### src/rtl/edge_det_pkg.sv
// Shared types and helpers for the multi-channel edge detector.
package edge_det_pkg;

   typedef enum logic [1:0] {
      EDGE_OFF  = 2'b00,
      EDGE_RISE = 2'b01,
      EDGE_FALL = 2'b10,
      EDGE_BOTH = 2'b11
   } edge_mode_e;

   // Width of a counter that must hold 0..cycles; never narrower than one bit.
   function automatic int filt_cnt_w(input int cycles);
      return (cycles < 1) ? 1 : $clog2(cycles + 1);
   endfunction

endpackage

### src/rtl/edge_det_channel.sv
// One detector channel: synchroniser, glitch filter, edge pulses, mode
// qualification, sticky pending flag and saturating event counter.
module edge_det_channel
   import edge_det_pkg::*;
#(
   parameter int SYNC_STAGES   = 2,
   parameter int FILTER_CYCLES = 1,
   parameter int CNT_W         = 8
) (
   input  logic             clk,
   input  logic             reset,
   input  logic             a_i,
   input  logic [1:0]       mode_i,
   input  logic             clr_i,
   output logic             level_o,
   output logic             rising_edge_o,
   output logic             falling_edge_o,
   output logic             event_o,
   output logic             pending_o,
   output logic [CNT_W-1:0] count_o
);

   localparam int               FCW       = filt_cnt_w(FILTER_CYCLES);
   localparam logic [FCW-1:0]   FILT_LAST = FCW'(FILTER_CYCLES - 1);
   localparam logic [FCW-1:0]   FILT_ONE  = FCW'(1);
   localparam logic [CNT_W-1:0] CNT_ONE   = CNT_W'(1);
   localparam logic [CNT_W-1:0] CNT_MAX   = {CNT_W{1'b1}};

   logic [SYNC_STAGES-1:0] sync_q, sync_d;
   logic [FCW-1:0]         filt_cnt_q, filt_cnt_d;
   logic                   level_q, level_d;
   logic                   rise_q, rise_d;
   logic                   fall_q, fall_d;
   logic                   event_q, event_d;
   logic                   pending_q, pending_d;
   logic [CNT_W-1:0]       count_q, count_d;
   logic                   sync_lvl_s;
   logic                   accept_s;
   edge_mode_e             mode_s;

   // Next-state logic for the whole channel.
   always_comb begin
      sync_d    = '0;
      sync_d[0] = a_i;
      for (int k = 1; k < SYNC_STAGES; k++) begin
         sync_d[k] = sync_q[k-1];
      end

      sync_lvl_s = sync_q[SYNC_STAGES-1];
      // A differing level is accepted on the edge its run reaches FILTER_CYCLES.
      accept_s   = (sync_lvl_s != level_q) && (filt_cnt_q == FILT_LAST);

      if (sync_lvl_s == level_q) begin
         filt_cnt_d = '0;
      end else if (accept_s) begin
         filt_cnt_d = '0;
      end else begin
         filt_cnt_d = filt_cnt_q + FILT_ONE;
      end

      level_d = accept_s ? sync_lvl_s : level_q;
      rise_d  = accept_s & sync_lvl_s;
      fall_d  = accept_s & ~sync_lvl_s;

      mode_s = edge_mode_e'(mode_i);
      case (mode_s)
         EDGE_OFF:  event_d = 1'b0;
         EDGE_RISE: event_d = rise_d;
         EDGE_FALL: event_d = fall_d;
         EDGE_BOTH: event_d = rise_d | fall_d;
         default:   event_d = 1'b0;
      endcase

      if (event_d) begin
         pending_d = 1'b1;
      end else if (clr_i) begin
         pending_d = 1'b0;
      end else begin
         pending_d = pending_q;
      end

      // A clear that collides with an event leaves that event counted.
      if (clr_i) begin
         count_d = event_d ? CNT_ONE : '0;
      end else if (event_d && (count_q != CNT_MAX)) begin
         count_d = count_q + CNT_ONE;
      end else begin
         count_d = count_q;
      end
   end

   // Channel state registers.
   always_ff @(posedge clk or posedge reset) begin
      if (reset) begin
         sync_q     <= '0;
         filt_cnt_q <= '0;
         level_q    <= 1'b0;
         rise_q     <= 1'b0;
         fall_q     <= 1'b0;
         event_q    <= 1'b0;
         pending_q  <= 1'b0;
         count_q    <= '0;
      end else begin
         sync_q     <= sync_d;
         filt_cnt_q <= filt_cnt_d;
         level_q    <= level_d;
         rise_q     <= rise_d;
         fall_q     <= fall_d;
         event_q    <= event_d;
         pending_q  <= pending_d;
         count_q    <= count_d;
      end
   end

   assign level_o        = level_q;
   assign rising_edge_o  = rise_q;
   assign falling_edge_o = fall_q;
   assign event_o        = event_q;
   assign pending_o      = pending_q;
   assign count_o        = count_q;

endmodule

### src/rtl/multi_edge_detector.sv
// NUM_CH independent edge detector channels with a combined interrupt request.
module multi_edge_detector
   import edge_det_pkg::*;
#(
   parameter int NUM_CH        = 4,
   parameter int SYNC_STAGES   = 2,
   parameter int FILTER_CYCLES = 1,
   parameter int CNT_W         = 8
) (
   input  logic                    clk,
   input  logic                    reset,
   input  logic [NUM_CH-1:0]       a_i,
   input  logic [2*NUM_CH-1:0]     mode_i,
   input  logic [NUM_CH-1:0]       clr_i,
   output logic [NUM_CH-1:0]       level_o,
   output logic [NUM_CH-1:0]       rising_edge_o,
   output logic [NUM_CH-1:0]       falling_edge_o,
   output logic [NUM_CH-1:0]       event_o,
   output logic [NUM_CH-1:0]       pending_o,
   output logic [NUM_CH*CNT_W-1:0] count_o,
   output logic                    irq_o
);

   for (genvar i = 0; i < NUM_CH; i++) begin : g_ch
      edge_det_channel #(
         .SYNC_STAGES  (SYNC_STAGES),
         .FILTER_CYCLES(FILTER_CYCLES),
         .CNT_W        (CNT_W)
      ) u_ch (
         .clk           (clk),
         .reset         (reset),
         .a_i           (a_i[i]),
         .mode_i        (mode_i[2*i +: 2]),
         .clr_i         (clr_i[i]),
         .level_o       (level_o[i]),
         .rising_edge_o (rising_edge_o[i]),
         .falling_edge_o(falling_edge_o[i]),
         .event_o       (event_o[i]),
         .pending_o     (pending_o[i]),
         .count_o       (count_o[CNT_W*i +: CNT_W])
      );
   end

   // Interrupt follows the pending flops directly.
   assign irq_o = |pending_o;

endmodule

### config.mk
export PLATFORM = sky130hd
export DESIGN_NAME = multi_edge_detector
export DESIGN_NICKNAME = d
export VERILOG_FILES = /design/src/rtl/edge_det_pkg.sv /design/src/rtl/edge_det_channel.sv /design/src/rtl/multi_edge_detector.sv
export SDC_FILE = /design/constraint.sdc
export NUM_CORES = 1
export LEC_CHECK = 0
export ABC_AREA = 0
export CAP_MARGIN = 25
export CORE_UTILIZATION = 50
export CTS_CLUSTER_SIZE = 12
export DETAILED_ROUTE_END_ITERATION = 7
export PLACE_DENSITY = 0.86
export SLEW_MARGIN = 25
export SYNTH_ARGS = -nofsm -noshare
export SYNTH_HDL_FRONTEND = slang
export SYNTH_SLANG_ARGS = --single-unit
export TNS_END_PERCENT = 5
### constraint.sdc
create_clock -name clk -period 2.4 [get_ports clk]
set_input_delay 0.48 -clock clk [delete_from_list [all_inputs] [get_ports clk]]
set_output_delay 0.48 -clock clk [all_outputs]
set_load 0.1 [all_outputs]
==> impl_metrics.csv <==
group,metric,value,unit
yosys,yosys_area,3030,sq um
die,initCoreUtil,0.534,
yosys,mux_share,0.0107,
setup_path,cp-end-kind,"register",
final_layout,layout_top_cell,"dfrtp_1",
cts,h-tree-depth,3,
cts,clock-sinks,64,
die,rows,27,
yosys,fa_ha_area_frac,0.0165,
global_route,grt-ovfl-total,0,
timing,slew-limit-headroom,0.504,
cts,cts_tree,"yes",
yosys,synth-main-ff-cell,"dfrtp_1",
routing,dr.pass1.iters,4,
setup_path,r2r_start,"g_ch[2].u_ch.count_o[0]",
yosys,yosys.stat.seqShare,0.529,
setup_path,endpoint,"g_ch[2].u_ch.count_o[0]",
setup_path,startpoint,"mode_i[4]",
global_route,grt_pass1_vias,2172,
setup_path,critPathLaunchType,"primary input",
routing,drc,0,
timing,period_needed,1.92,ns
setup_path,slowest_stage,"nor2_1",
yosys,edf_count,0,
global_route,grt_start_max_net_pins,65,
yosys,yosysWarnings,0,
timing,rsz0062_at_grt,"false",
yosys,top_cell,"dfrtp_1",
routing,drt_iter0_drc,112,
cts,clkTransAtPathRegs,0.06,ns
die,die_area,6370,sq um
die,ioPinCount,71,
min_path,hp-class,"reg2reg",
die,chipWidth,79.8,microns
final_layout,fin_cells,423,
setup_path,ff2ff_path_depth,5,
global_route,grtUsageTotal,0.208,
routing,wl_met2,3040,microns
placement,gp_congestion,0.826,
die,die.size.y,79.8,microns
setup_path,cp.arrival,2.09,ns
placement,place_hpwl,4230,microns
setup_path,crit_chain,"clkdlybuf4s50_1 > and4bb_1 > nor2_1 > inv_1 > nand2_1 > o311ai_0",
power,leakagePower,0.00171,uW
global_route,antenna_found_initial,0,
min_path,hold_path_end,"g_ch[1].u_ch.sync_q[1]",
yosys,topCellsByArea,"dfrtp_1 53%, buf_4 5.0%, a21oi_1 3.5%",
cts,post_cts_buffers,0,
routing,top_layer_used,"met4",
yosys,synth_area,3030,sq um
routing,wl_per_cell,14.4,microns
yosys,synthAoiAreaFrac,0.149,
placement,place_ws,0.148,ns
routing,wirelength,6100,microns
setup_path,reg2reg_slack,0.58,ns
setup_path,r2r_end,"g_ch[2].u_ch.count_o[3]",
cts,cts_buffers,9,
cts,clock_path_buffers,2,
setup_path,required,2.57,ns
run,warnings,26,
power,vdd_drop_max,0.000407,V
routing,viasPerCell,5.73,
global_route,grt_pass1_wl,10100,microns
setup_path,critPathKind,"in2reg",
timing,drv_slew,0,
power,power_density,692,nW/um^2
final_layout,syn_to_final_growth,23.3,%
timing,fin_ws,0.482,ns
yosys,ys_sh_xor,0,
final_layout,nets,368,
yosys,top_logic_kind,"simple AND/OR/NAND/NOR gates",
routing,num_vias,2422,
final_layout,diodes,0,
run,max_cap_viol_count,0,
yosys,top_cell_area_share,0.529,
final_layout,drive_gt1_frac,0.236,
die,coreArea,5680,sq um
setup_path,max_stage_delay,0.59,ns
timing,fin_crit_sh,0.799,
timing,setup_viol,0,
yosys,common_cells,"64 x dfrtp_1, 21 x a21oi_1, 20 x buf_4",
yosys,synth_top_cell_by_area,"dfrtp_1",
yosys,yosys-stat-cells,289,
routing,wl_met1,2670,microns
timing,worst_slew_pin_slew,0.741,ns
cts,clockRootBuffer,"clkbuf_8",
yosys,simple_gate_area_frac,0.214,
yosys,postSynthAreaPerCell,10.5,sq um
timing,hold_viol_final,0,
yosys,synth_cell_types,51,
placement,placedCellCount,407,
timing,fmax,521,MHz
yosys,async_flop_share,1.00,
placement,port-buffer-count,70,
timing,tns,0,ns
routing,wl_met3,295,microns
yosys,synth_cells,289,
min_path,holdPathStages,0,
min_path,min-delay-start,"g_ch[1].u_ch.sync_q[0]",
timing,finalClockSkew,0.00308,ns
cts,cts_resized,0,
cts,hold_buffers,0,
final_layout,most-common-layout-cells,"64 x dfrtp_1, 53 x buf_4, 21 x a21oi_1",
outcome,status,"finished clean",
routing,ant_nets,0,
setup_path,critPathMaxFanout,14,
yosys,ys.flops,64,
## flip-flops by register name, summed over array words and instances, names as in the netlist
name / flops
g_ch.u_ch.count_o: 32
g_ch.u_ch.sync_q: 8
g_ch.u_ch.event_o: 4
g_ch.u_ch.falling_edge_o: 4
g_ch.u_ch.filt_cnt_q: 4
g_ch.u_ch.level_o: 4
g_ch.u_ch.pending_o: 4
g_ch.u_ch.rising_edge_o: 4
## metal layers
metal,global-route usage,vias up
met5,0,-
met4,0.100,0
met3,0.0411,8
li1,-,1157
met2,0.345,70
met1,0.258,1187
## where the power goes
group / switching [uW] / leakage [uW] / internal [uW]
Combinational: 387 / 0.000766 / 112
Clock: 385 / 0.000103 / 534
Sequential: 41.5 / 0.000845 / 1120
Total: 813 / 0.00171 / 1770
## area by class of cell
cell class / count / area (sq um)
Clock buffer: 13 / 159
Clock inverter: 3 / 40.0
Fill cell: 463 / 1940
Inverter: 16 / 60.1
Multi-Input combinational cell: 184 / 1200
Sequential cell: 64 / 1600
Tap cell: 72 / 90.1
Timing Repair Buffer: 71 / 588
## through the flow
step | utilization | area (sq um) | total power [uW] | hold WS [ns]
2_1_floorplan | - | 3040 | 1590 | 0.331
3_3_place_gp | 0.623 | 3540 | 1680 | 0.333
3_5_place_dp | 0.623 | 3540 | 1690 | 0.336
4_1_cts | 0.658 | 3730 | 2620 | 0.349
5_1_grt | 0.658 | 3730 | 2690 | 0.354
6_report | 0.658 | 3730 | 2580 | 0.349
## cell families (layout without fill, tap and decap cells)
family	count (synthesis)	count (layout)
DFF	64	64
AOI/OAI and AO/OA	70	70
and+or+nand+nor	103	103
muxes	3	3
other	1	4
buffers and inverters	44	103
adders and majority gates	4	4
## worst max-delay path, delay by kind of cell
family          cells  cell delay, ns
buf+inv             2            0.57
compound gates      1            0.13
simple gates        3            0.90
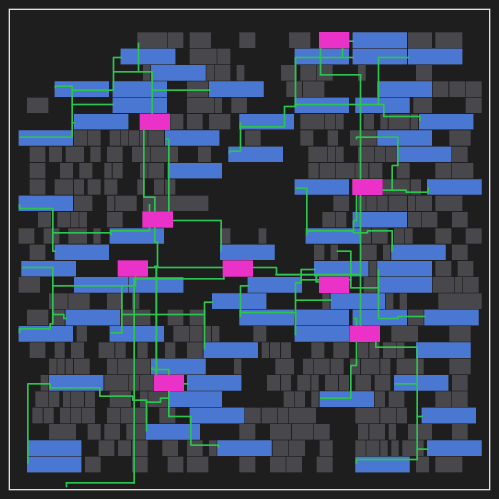
Figure 1: clock network drawn from the DEF.
(6 px per micron)
- flip-flops: blue (count 64)
- clock wires: green (length 786 microns)
- cells driving clock nets: magenta (count 9)
- routed clock nets: 10
- flops lie: all over the die
worst skew pair latency: 0.33 ns
Clock Power: 919 uW

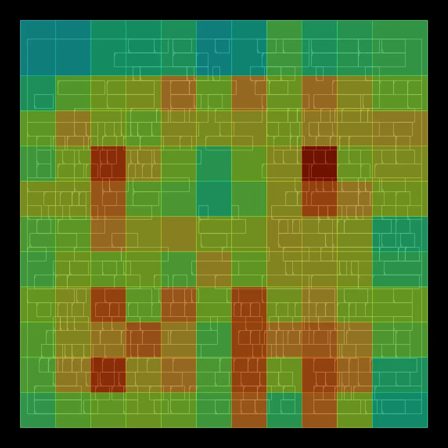
Figure 2: routing congestion.
Layout Utilization: 0.658
GR Layer Usage met3: 0.0411
global route hottest layer: met2
GR Util met1: 0.258

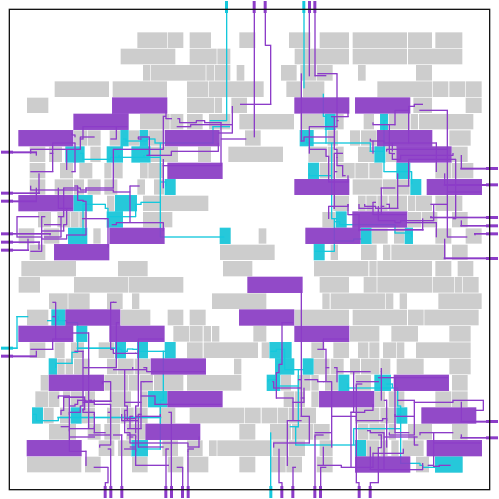
Figure 3: port wiring.
(6 px per micron)
- clr_i: cyan (bits 4; direction input; end cells 42; buffers 4; wire 383 microns)
- count_o: purple (bits 32; direction output; end cells 32; buffers 32; wire 1390 microns)

Power figures rest on the tool's default switching activity, not on a simulated workload.
